--- config.mk ---
export PLATFORM = sky130hd
export DESIGN_NAME = keypad_scanner
export DESIGN_NICKNAME = d
export VERILOG_FILES = /design/src/rtl/keypad_pkg.sv /design/src/rtl/keypad_decoder.sv /design/src/rtl/keypad_scanner.sv
export SDC_FILE = /design/constraint.sdc
export NUM_CORES = 1
export LEC_CHECK = 0
export ABC_AREA = 1
export CAP_MARGIN = 40
export CORE_MARGIN = 2
export CORE_UTILIZATION = 55
export CTS_CLUSTER_DIAMETER = 60
export DETAILED_ROUTE_END_ITERATION = 10
export PLACE_DENSITY_LB_ADDON = 0.15
export SYNTH_ARGS = -nofsm -noshare
export SYNTH_HDL_FRONTEND = slang
export SYNTH_HIERARCHICAL = 1
export SYNTH_SLANG_ARGS = --single-unit
--- constraint.sdc ---
create_clock -name clk -period 1.82 [get_ports clk]
set_clock_uncertainty 0.1 [all_clocks]
set_input_delay 0.364 -clock clk [delete_from_list [all_inputs] [get_ports clk]]
set_output_delay 0.364 -clock clk [all_outputs]
set_load 0.01 [all_outputs]
--- src/rtl/keypad_pkg.sv ---
// Shared types and constants for the 4x4 keypad scanner and its code decoder.
package keypad_pkg;

    localparam int NUM_COLS = 4;
    localparam int NUM_ROWS = 4;

    typedef enum logic [1:0] {
        SCAN     = 2'd0,
        DEBOUNCE = 2'd1,
        HELD     = 2'd2,
        RELEASE  = 2'd3
    } state_e;

    // Active-low one-cold drive pattern, indexed by column number.
    localparam logic [NUM_COLS-1:0] COL_DRIVE [NUM_COLS] = '{
        4'b1110, 4'b1101, 4'b1011, 4'b0111
    };

    function automatic logic [1:0] first_low_row(input logic [NUM_ROWS-1:0] rows);
        logic [1:0] idx;
        idx = 2'd0;
        for (int r = NUM_ROWS - 1; r >= 0; r--) begin
            if (!rows[r]) idx = 2'(r);
        end
        return idx;
    endfunction

endpackage

--- src/rtl/keypad_decoder.sv ---
// Maps a (row, column) keypad position to its hex key code; '*' is E and '#' is F.
module keypad_decoder (
    input  logic [1:0] row,
    input  logic [1:0] col,
    output logic [3:0] code
);

    always_comb begin
        code = 4'h0;
        unique case ({row, col})
            4'b00_00: code = 4'h1;
            4'b00_01: code = 4'h2;
            4'b00_10: code = 4'h3;
            4'b00_11: code = 4'hA;
            4'b01_00: code = 4'h4;
            4'b01_01: code = 4'h5;
            4'b01_10: code = 4'h6;
            4'b01_11: code = 4'hB;
            4'b10_00: code = 4'h7;
            4'b10_01: code = 4'h8;
            4'b10_10: code = 4'h9;
            4'b10_11: code = 4'hC;
            4'b11_00: code = 4'hE;
            4'b11_01: code = 4'h0;
            4'b11_10: code = 4'hF;
            4'b11_11: code = 4'hD;
        endcase
    end

endmodule

--- src/rtl/keypad_scanner.sv ---
// Column scanner for a 4x4 keypad: drives one column at a time, debounces
// press and release on the latched row, and pulses key_valid once per press.
//
// state    | meaning
// SCAN     | dwell on current column, sample rows on the last dwell cycle
// DEBOUNCE | column frozen, counting consecutive low cycles on latched row
// HELD     | key accepted, waiting for the latched row to go high
// RELEASE  | counting consecutive high cycles before resuming the scan
module keypad_scanner
    import keypad_pkg::*;
#(
    parameter int SCAN_CYCLES     = 4,
    parameter int DEBOUNCE_CYCLES = 8
) (
    input  logic                clk,
    input  logic                reset,
    input  logic [NUM_ROWS-1:0] rows_sync,
    output logic [NUM_COLS-1:0] cols,
    output logic [3:0]          key,
    output logic                key_valid
);

    localparam int MAX_CYC = (SCAN_CYCLES > DEBOUNCE_CYCLES) ? SCAN_CYCLES : DEBOUNCE_CYCLES;
    localparam int CW      = (MAX_CYC > 2) ? $clog2(MAX_CYC) : 1;

    localparam logic [CW-1:0] SCAN_LAST = CW'(SCAN_CYCLES - 1);
    localparam logic [CW-1:0] DEB_LAST  = CW'(DEBOUNCE_CYCLES - 1);

    state_e              state_q, state_d;
    logic [CW-1:0]       cnt_q, cnt_d;
    logic [1:0]          col_q, col_d;
    logic [1:0]          row_q, row_d;
    logic [NUM_COLS-1:0] cols_q, cols_d;
    logic [3:0]          key_q, key_d;
    logic                key_valid_q, key_valid_d;
    logic [3:0]          code;
    logic                row_high;

    keypad_decoder u_decoder (
        .row  (row_q),
        .col  (col_q),
        .code (code)
    );

    assign row_high = rows_sync[row_q];

    always_comb begin
        state_d     = state_q;
        cnt_d       = cnt_q;
        col_d       = col_q;
        row_d       = row_q;
        key_d       = key_q;
        key_valid_d = 1'b0;

        unique case (state_q)
            SCAN: begin
                if (cnt_q == SCAN_LAST) begin
                    cnt_d = '0;
                    // Rows are only trusted once the synchronizer has caught up with this column.
                    if (rows_sync != '1) begin
                        row_d   = first_low_row(rows_sync);
                        state_d = DEBOUNCE;
                    end else begin
                        col_d = col_q + 2'd1;
                    end
                end else begin
                    cnt_d = cnt_q + 1'b1;
                end
            end
            DEBOUNCE: begin
                if (row_high) begin
                    state_d = SCAN;
                    cnt_d   = '0;
                end else if (cnt_q == DEB_LAST) begin
                    key_d       = code;
                    key_valid_d = 1'b1;
                    state_d     = HELD;
                    cnt_d       = '0;
                end else begin
                    cnt_d = cnt_q + 1'b1;
                end
            end
            HELD: begin
                cnt_d = '0;
                if (row_high) state_d = RELEASE;
            end
            RELEASE: begin
                if (!row_high) begin
                    state_d = HELD;
                    cnt_d   = '0;
                end else if (cnt_q == DEB_LAST) begin
                    state_d = SCAN;
                    cnt_d   = '0;
                    col_d   = col_q + 2'd1;
                end else begin
                    cnt_d = cnt_q + 1'b1;
                end
            end
            default: begin
                state_d = SCAN;
                cnt_d   = '0;
            end
        endcase

        cols_d = COL_DRIVE[col_d];
    end

    always_ff @(posedge clk or negedge reset) begin
        if (!reset) begin
            state_q     <= SCAN;
            cnt_q       <= '0;
            col_q       <= 2'd0;
            row_q       <= 2'd0;
            cols_q      <= COL_DRIVE[0];
            key_q       <= 4'h0;
            key_valid_q <= 1'b0;
        end else begin
            state_q     <= state_d;
            cnt_q       <= cnt_d;
            col_q       <= col_d;
            row_q       <= row_d;
            cols_q      <= cols_d;
            key_q       <= key_d;
            key_valid_q <= key_valid_d;
        end
    end

    assign cols      = cols_q;
    assign key       = key_q;
    assign key_valid = key_valid_q;

endmodule

**Run 1: metal 1**

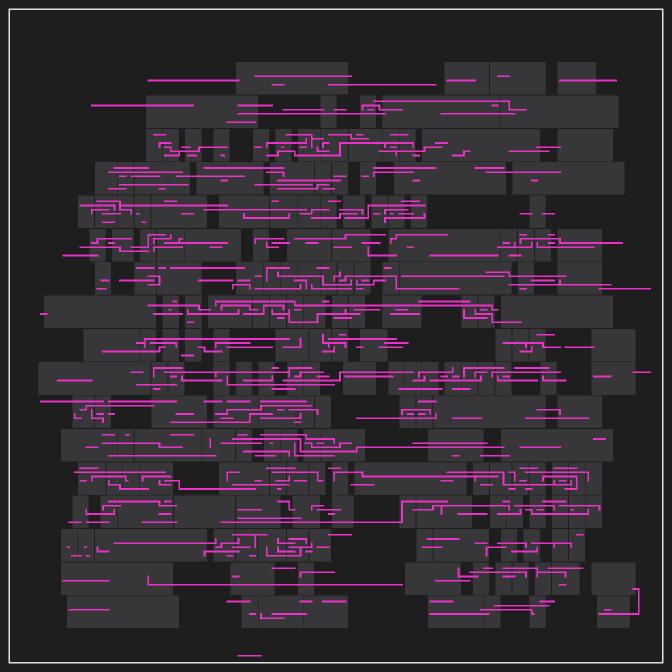
wire length on this layer: 1140 um
share of all routed wire: 44%
longest straight run: 20.7 um

**Run 1: the metal 2 layer**

Bar = 20 um.
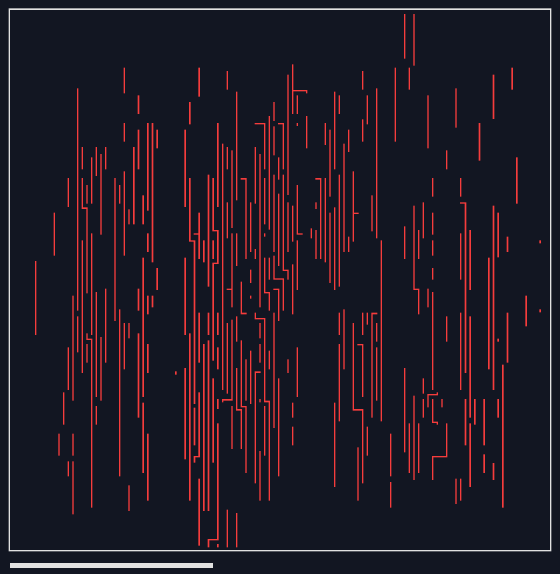
share of all routed wire: 51%
main direction: vertical
longest straight run: 24.1 um

**Run 1: M3 wires**

Bar = 20 um.
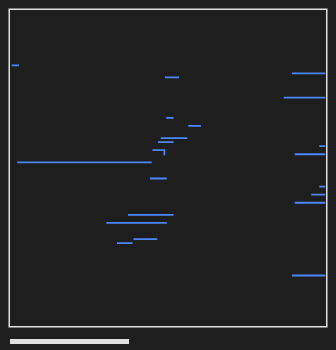
wire length on this layer: 93.1 um
nets with wire on the layer: 18
longest straight run: 22.3 um
share of all routed wire: 3.6%

run 1: how the worst min path moves through the flow:
stage	endpoint	cells past startpoint
global placement	key[0]	2
CTS	key_valid	2
finish	key_valid	2
global route	cnt_q[1]	2
detailed placement	key[0]	2
floorplan	async pin	0
run 1: final cells by class:
class	instances	area (um2)
inverter	29	109
multi-input combinational	137	758
tap	28	35.0
timing repair buffer	16	159
clock buffer	4	36.3
fill	197	703
sequential	18	454
run 1: kinds of logic after synthesis:
kind of cell               after synthesis
buffers and inverters                   30
DFF                                     18
AOI/OAI and AO/OA                       11
adders and majority gates               14
xor gates and xnor gates                 1
and+or+nand+nor                        111
run 1: registers in the layout (all words and copies together) (netlist names), named ones only:
signal / count
key: 4
row_q: 2
cnt_q: 3
col_q: 2
cols: 4
state_q: 1
key_valid: 1
run 1: metal layers:
metal / up-vias / wire, um / part of all wire
met5: - / 0 / 0
li1: 604 / - / -
met2: 29 / 1320 / 0.51
met4: 0 / 40 / 0.015
met1: 534 / 1140 / 0.44
met3: 5 / 93 / 0.036
run 1: per-stage QoR:
stage / util / hold WS [ns] / setup TNS, ns
final: 0.688 / 0.274 / 0
after global placement: 0.668 / 0.367 / -0.0182
after detailed placement: 0.668 / 0.367 / -0.357
after floorplan: - / -0.0316 / 0
after global routing: 0.688 / 0.301 / 0
after CTS: 0.684 / 0.290 / 0
run 1: power by group through the flow:
stage / combinational (mW) / clock, mW / sequential, mW
after global routing: 1.48 / 0.270 / 0.701
final: 1.27 / 0.253 / 0.682
after floorplan: 0.974 / 0 / 0.684
after detailed placement: 1.26 / 0 / 0.690
after global placement: 1.22 / 0 / 0.682
after CTS: 1.27 / 0.255 / 0.681
run 1: cell usage in the layout (no fill, tap or decap), types with 2 or more instances in the layout:
cell type and count:
a21oi_1 3, a21oi_2 2, buf_4 2, clkbuf_4 3, clkdlybuf4s50_1 11, dfrtp_1 15
dfstp_2 3, dlymetal6s2s_1 2, ha_1 12, ha_2 2, inv_1 24, inv_2 5
nand2_1 76, nand2_2 5, nand3_1 10, nand3_2 6, nand4_1 2, nor2_1 8
o21ai_0 3, o21ai_1 2
==> impl_metrics.ini, run 1 <==
; implementation run metrics
[yosys]
leading_cell_types_by_count_after_synthesis = nand2_1 (76), inv_1 (24), dfrtp_1 (15)
synthSimpleGateAreaFrac = 0.379
synth-async-reset-ratio = 1.00
synth-xor-area-share = 0.00659
post_synth_ao_oa_area_fraction = 0.0489
post_synth_main_logic_family = simple AND/OR/NAND/NOR gates
synth_adder_area_share = 0.132
postSynthCellCount = 185
synth-area-yosys_um2 = 1330
ys_sh_mux = 0
yosys_warnings = 6

[detailed_routing]
route.final.wire_length_um = 2600
drt_first_pass_iters = 4
drt_drc_violations_left = 0
via_count = 1172

[sta]
period_used_share = 0.925
worst_margin_slew_ns = 0.348
number_of_setup_violations_in_the_final_report = 0

[clocking]
post_cts_resized = 1
cts_hold_buf = 0
ctsHtreeMaxLevel = 1
cts-buffers-inserted = 3

[status]
outcome = finished, final reports clean

[global_routing]
grt-busiest-layer = met2
maximum_number_of_pins_on_one_net_before_global_route_repair = 19
groute.layer.met2.usage = 0.398
gr-total-overflow = 0
use_met1 = 0.249

[run]
tool_warnings = 36
timing.max_cap.violations = 0

[worst_setup_path]
slowest_stage = dfrtp_1
worst_setup_path_end_kind = flip-flop
critical_path.reg2reg.endpoint = cols[3]
cp.arrival_ns = 1.83
worst_setup_path_endpoint = cols[3]
timing.critical_path.buf_inv = 0

[die]
fp.coreArea_um2 = 2250
ioPinCount = 15
total_number_of_placement_rows = 17

[placed_design]
gp_congestion = 0.795
placed_cell_areas_um2 = 1510

[pwr]
power.density_nw_per_um2 = 1420
power_frac_clock = 0.114

[layout]
areaGrowthSynthToFinish_pct = 16.7
final_layout_size_suffix_gt1_frac = 0.162
## Run 2: what changed since run 1
--- a/config.mk
+++ b/config.mk
@@ -7,7 +7,6 @@
 export LEC_CHECK = 0
 export ABC_AREA = 1
 export CAP_MARGIN = 40
-export CORE_MARGIN = 2
 export CORE_UTILIZATION = 55
 export CTS_CLUSTER_DIAMETER = 60
 export DETAILED_ROUTE_END_ITERATION = 10
**Run 2: clock nets**

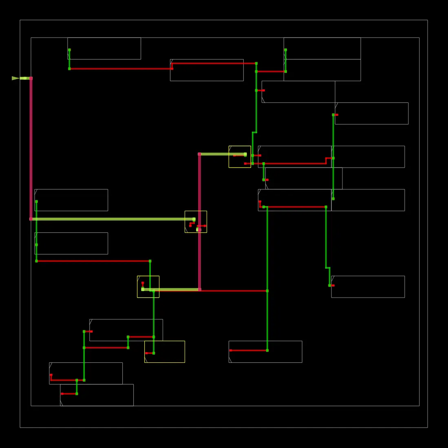
clk latency late pin: 0.31 ns
cts bufs inserted: 3

==> run 2 against run 1 <==
  * Count of clock-buffer cells in the layout unchanged
  * Sequential share of layout area unchanged
  * Power up 1.1%
  * Worst setup slack better by 0.0015 ns
==> impl_metrics.ini, run 2 <==
; implementation run metrics
[sta]
max_freq_mhz = 595
fin_ws_ns = 0.138
number_of_setup_violations_in_the_final_report = 0
rsz0062_at_grt = false
finalHoldWorstSlack_ns = 0.272
timing_max_transition_violations_final = 0
max-slew-margin-rel = 0.785
fin_crit_ns = 1.68
period_used_share = 0.924
worst_margin_slew_ns = 0.323

[worst_setup_path]
crit_path_max_fanout = 2
timing.critical_path.slowest_cell_delay_ns = 0.53
worst-setup-path-type = reg2out
crit_family = buffers and inverters
critical_path.cell_chain = clkdlybuf4s50_1
crit_path_start_kind = flip-flop
timing.critical_path.buf_inv = 1
worst-endpoint-required_ns = 1.36
cp.arrival_ns = 1.22
slowest_stage = clkdlybuf4s50_1
worst_setup_path_end_kind = output port

[placed_design]
gp_congestion = 0.781
final_hpwl_dp_um = 2140
dpl.cell_count = 228
port-buffer-count = 14
dp_worst_setup_slack_ns = -0.0760

[run]
timing.max_cap.violations = 0
tool_warnings = 36

[yosys]
synthesis.area_um2 = 1330
synth_dominant_cell_count = nand2_1
yosys_warnings = 6
mapped_avg_cell_area_um2 = 7.19
topCellsByArea = dfrtp_1 (28%), nand2_1 (21%), ha_1 (13%)
synthDominantCellAreaShare = 0.282
postSynthCellCount = 185
ys_seq_elements = 18
synth.yosys.num_cells = 185
synth_seq_share = 0.341
synth-area-yosys_um2 = 1330
leading_cell_types_by_count_after_synthesis = nand2_1 (76), inv_1 (24), dfrtp_1 (15)
synth_area_leader_cell = dfrtp_1
synth_cell_types = 22
synth-async-reset-ratio = 1.00
syn-num-nets = 205
edf_count = 0
commonest_register_cell_after_synthesis = dfrtp_1

[global_routing]
wire_length_of_the_first_global_routing_pass_um = 4780
grt_antenna_before_repair = 0
global_route.usage.total = 0.247
gr-total-overflow = 0
maximum_number_of_pins_on_one_net_before_global_route_repair = 19
vias_in_the_first_global_route = 1176

[clocking]
ctsHtreeMaxLevel = 1
cts_hold_buf = 0
clockBufferDepth = 2
cts_num_sinks = 18
tritoncts_clock_tree = built

[die]
chipArea_um2 = 2620
total_number_of_placement_rows = 17
initCoreUtil = 0.590
die-height_um = 51.2
fp.coreArea_um2 = 2250
die_width_um = 51.2
ioPinCount = 15

[layout]
sequential_cell_area_um2 = 454
layout_top_cells_excl_fill_tap = nand2_1 (76), inv_1 (24), dfrtp_1 (15)
fill_cells = 198
post_route_insts_no_fill = 232
logic_area_um2 = 758
final_common_cell = nand2_1
areaGrowthSynthToFinish_pct = 16.7
finish.net_count = 225
final_layout_size_suffix_gt1_frac = 0.162

[pwr]
peakVddDrop_uv = 971
p_total_mw = 2.23
power.density_nw_per_um2 = 1440

[detailed_routing]
detailed_route_wire_length_per_cell_um = 11.6
drt_first_pass_iters = 4
via_count = 1199
antenna_viol_nets_final = 0
drt_drc_violations_left = 0
drt_first_iter_violations = 20
route.final.wire_length_um = 2680
avgViaCountPerCell = 5.17

[status]
outcome = finished, final reports clean

[min_path]
min-delay-path-class = in2async
==> run 2: cell counts in the layout (fill, tap and decap cells not counted) <==
Identical to the previous run, type by type.
==> run 2: area by class of cell <==
type	count	share of cell area
Clock buffer	4	0.0234
Inverter	29	0.0702
Multi-Input combinational cell	137	0.489
Sequential cell	18	0.293
Tap cell	28	0.0226
Timing Repair Buffer	16	0.102
==> run 2: report_power, final <==
| part | switching [mW] | internal [mW] | total [mW] |
|---|---|---|---|
| Clock | 0.138 | 0.122 | 0.260 |
| Sequential | 0.140 | 0.542 | 0.683 |
| Combinational | 0.806 | 0.483 | 1.29 |
==> run 2: through the flow <==
step / utilization / TNS (ns) / area, um2
6_report: 0.688 / 0 / 1550
5_1_grt: 0.688 / 0 / 1550
4_1_cts: 0.684 / 0 / 1540
3_5_place_dp: 0.668 / -0.221 / 1510
3_3_place_gp: 0.668 / -0.0159 / 1510
2_1_floorplan: - / 0 / 1330
==> run 2: logic make-up after synthesis <==
| logic type | after synthesis | share of synthesized area |
|---|---|---|
| and+or+nand+nor | 111 | 0.379 |
| buffers and inverters | 30 | 0.0922 |
| DFF | 18 | 0.341 |
| adders and majority gates | 14 | 0.132 |
| AOI/OAI and AO/OA | 11 | 0.0489 |
| xor gates and xnor gates | 1 | 0.00659 |
==> run 2: final timing paths <==
path                          start       to  slack (ns)  cells past startpoint
hold reg to reg              key[0]   key[0]        0.40                      2
setup reg to reg           cnt_q[0]  cols[3]        0.17                      9
hold / removal                reset   key[0]        0.27                      2
max in group asynchronous     reset  cols[1]        1.07                      2
min in group clk             key[0]   key[0]        0.40                      2
setup / recovery             key[1]   key[1]        0.14                      1
==> run 2: layer usage <==
| metal | global-route usage | vias to the layer above | part of all wire |
|---|---|---|---|
| li1 | - | 601 | - |
| met1 | 0.276 | 573 | 0.42 |
| met2 | 0.471 | 20 | 0.53 |
| met3 | 0.0357 | 5 | 0.028 |
| met4 | 0.0741 | 0 | 0.013 |
| met5 | 0 | - | 0 |
==> run 2: timing repair <==
| action | in CTS | in global routing |
|---|---|---|
| resized | 1 | 4 |
| endpoints found under the setup margin | 1 | 7 |
| buffers inserted | 0 | 0 |
## Run 3: what changed since run 2
--- a/config.mk
+++ b/config.mk
@@ -11,6 +11,7 @@
 export CTS_CLUSTER_DIAMETER = 60
 export DETAILED_ROUTE_END_ITERATION = 10
 export PLACE_DENSITY_LB_ADDON = 0.15
+export SETUP_SLACK_MARGIN = 0.5
 export SYNTH_ARGS = -nofsm -noshare
 export SYNTH_HDL_FRONTEND = slang
 export SYNTH_HIERARCHICAL = 1
==> run 3 against run 2 <==
  * Via count increased by 17%
  * Final cell count increased by 8.2%
  * Critical path type is now reg2reg
  * Non-clock buffer count rose by 19
  * Synthesized area unchanged
  * Combinational power rose by 55%
  * Sequential cell count unchanged
  * Hold slack got worse by 0.0087 ns
  * Sequential share of layout area down 5.5 points
  * Utilization up 17 points
  * First-iteration DRC count grew 100%
==> impl_metrics.ini, run 3 <==
; implementation run metrics
[status]
outcome = finished, final reports clean

[sta]
number_of_setup_violations_in_the_final_report = 0
fin_crit_ns = 1.59
finalHoldWorstSlack_ns = 0.264
worst_margin_slew_ns = 0.250
rsz0062_at_grt = true

[yosys]
commonest_register_cell_after_synthesis = dfrtp_1
ys_seq_elements = 18
synth_cell_types = 22
synthesis.area_um2 = 1330
synth.yosys.num_cells = 185
synth-async-reset-ratio = 1.00
leading_cell_types_by_count_after_synthesis = nand2_1 (76), inv_1 (24), dfrtp_1 (15)
edf_count = 0
synthDominantCellAreaShare = 0.282
postSynthCellCount = 185

[worst_setup_path]
critical_path.cell_chain = ha_4, ha_4, inv_2, nand2_1, nand2_1, nand2_1, nand3_2, nand2_1, nand2_1, nand2_1
cp.arrival_ns = 1.71
worst-setup-path-type = reg2reg
slowest_stage = dfrtp_1
worst-r2r-cell-count = 10

[detailed_routing]
antenna_viol_nets_final = 0
detailed_route_wire_length_per_cell_um = 15.8

[placed_design]
port-buffer-count = 14
gp_congestion = 0.823

[clocking]
clockBufferDepth = 2
clock.latency.late_pin_ns = 0.32
tritoncts_clock_tree = built

[die]
die-height_um = 51.2
fp.coreArea_um2 = 2250
total_number_of_placement_rows = 17

[layout]
areaGrowthSynthToFinish_pct = 45.3
fill_cells = 121
finish.net_count = 244
layout_top_cells_excl_fill_tap = nand2_1 (60), nand2_2 (19), inv_1 (17)
final_common_cell = nand2_1
layout.cell_area.non_filler_um2 = 1930

[global_routing]
gr-total-overflow = 0
wire_length_of_the_first_global_routing_pass_um = 5600

[pwr]
peakVddDrop_uv = 1030
[run 3: cell counts after synthesis]
No cell type changed its count.
[run 3: cell families after synthesis]
family / after synthesis / share of synthesized area
and+or+nand+nor: 111 / 0.379
xor gates and xnor gates: 1 / 0.00659
AOI/OAI and AO/OA: 11 / 0.0489
adders and majority gates: 14 / 0.132
buffers and inverters: 30 / 0.0922
DFF: 18 / 0.341
[run 3: metal layers]
layer | up-vias | global-route usage | share of wire
met2 | 71 | 0.544 | 0.54
met4 | 0 | 0.111 | 0.021
met1 | 678 | 0.335 | 0.38
li1 | 648 | - | -
met3 | 9 | 0.0446 | 0.064
met5 | - | 0 | 0
[run 3: power breakdown]
| part | switching, mW | internal [mW] |
|---|---|---|
| combinational | 1.17 | 0.833 |
| sequential | 0.138 | 0.552 |
| clock | 0.151 | 0.123 |
| total | 1.46 | 1.51 |
[run 3: worst paths after layout]
check,from,end,slack [ns]
max,cnt_q[0],cols[0],0.23
max in group asynchronous,reset,cols[3],1.09
min reg2reg,key[1],key[1],0.42
min,reset,key[0],0.26
min in group clk,key[1],key[1],0.42
max reg2reg,cnt_q[0],cols[0],0.23
[run 3: final cells by class]
| cell class | count | area [um2] | area share |
|---|---|---|---|
| tap | 28 | 35.0 | 0.0181 |
| timing repair buffer | 35 | 294 | 0.152 |
| clock buffer | 4 | 36.3 | 0.0188 |
| sequential | 18 | 460 | 0.238 |
| inverter | 29 | 126 | 0.0654 |
| multi-input combinational | 137 | 981 | 0.507 |
[run 3: repair_timing]
action / CTS / global route
pin swaps: 18 / 10
resized: 73 / 30
setup endpoints to repair: 27 / 25
setup buffers: 13 / 7
[run 3: metrics by stage]
stage	setup TNS (ns)	setup WS (ns)	power, mW	utilization	std cells
finish	0	0.228	2.97	0.857	251
global placement	-0.00957	-0.00957	1.95	0.686	227
CTS	0	0.302	2.55	0.782	244
detailed placement	-0.141	-0.0630	2.00	0.686	227
global route	0	0.145	3.16	0.857	251
floorplan	0	0.407	1.70	-	185
[run 3: critical path, delay by kind of cell, from the launching register on]
kind,cells,cell delay (ns)
adder cells (fa/ha/maj),2,0.38
buffers and inverters,1,0.06
flip-flops,1,0.43
AND/OR/NAND/NOR,7,0.51
**Run 3: the metal 2 layer**

Bar = 20 um.
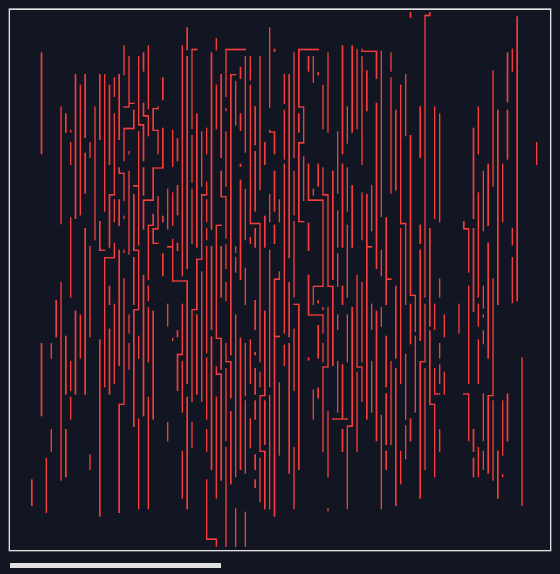
wire length on this layer: 2130 um
main direction: vertical
nets with wire on the layer: 208
longest straight run: 26.9 um


==> notes/layouts.md <==
Pictures saved along the way, in no particular order.

Routed metal per tile.
Bar = 20 um. The die is cut into 10 by 10 equal tiles; dark purple is low, yellow is high, scaled to the fullest tile. Values are wire area over tile area, all layers added.
shot_01.png
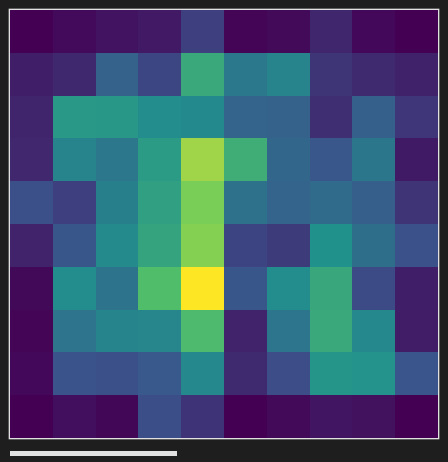
shot_02.png
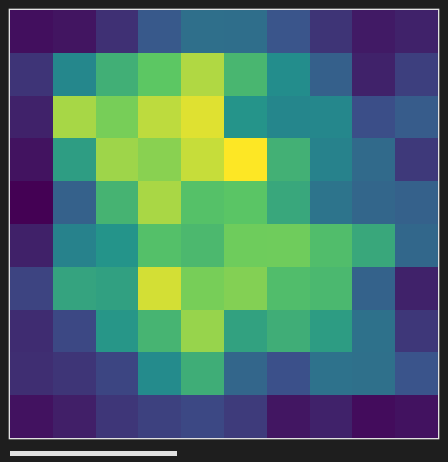
shot_02.png is run 3.
shot_01.png is run 2.

Power figures rest on the tool's default switching activity, not on a simulated workload.
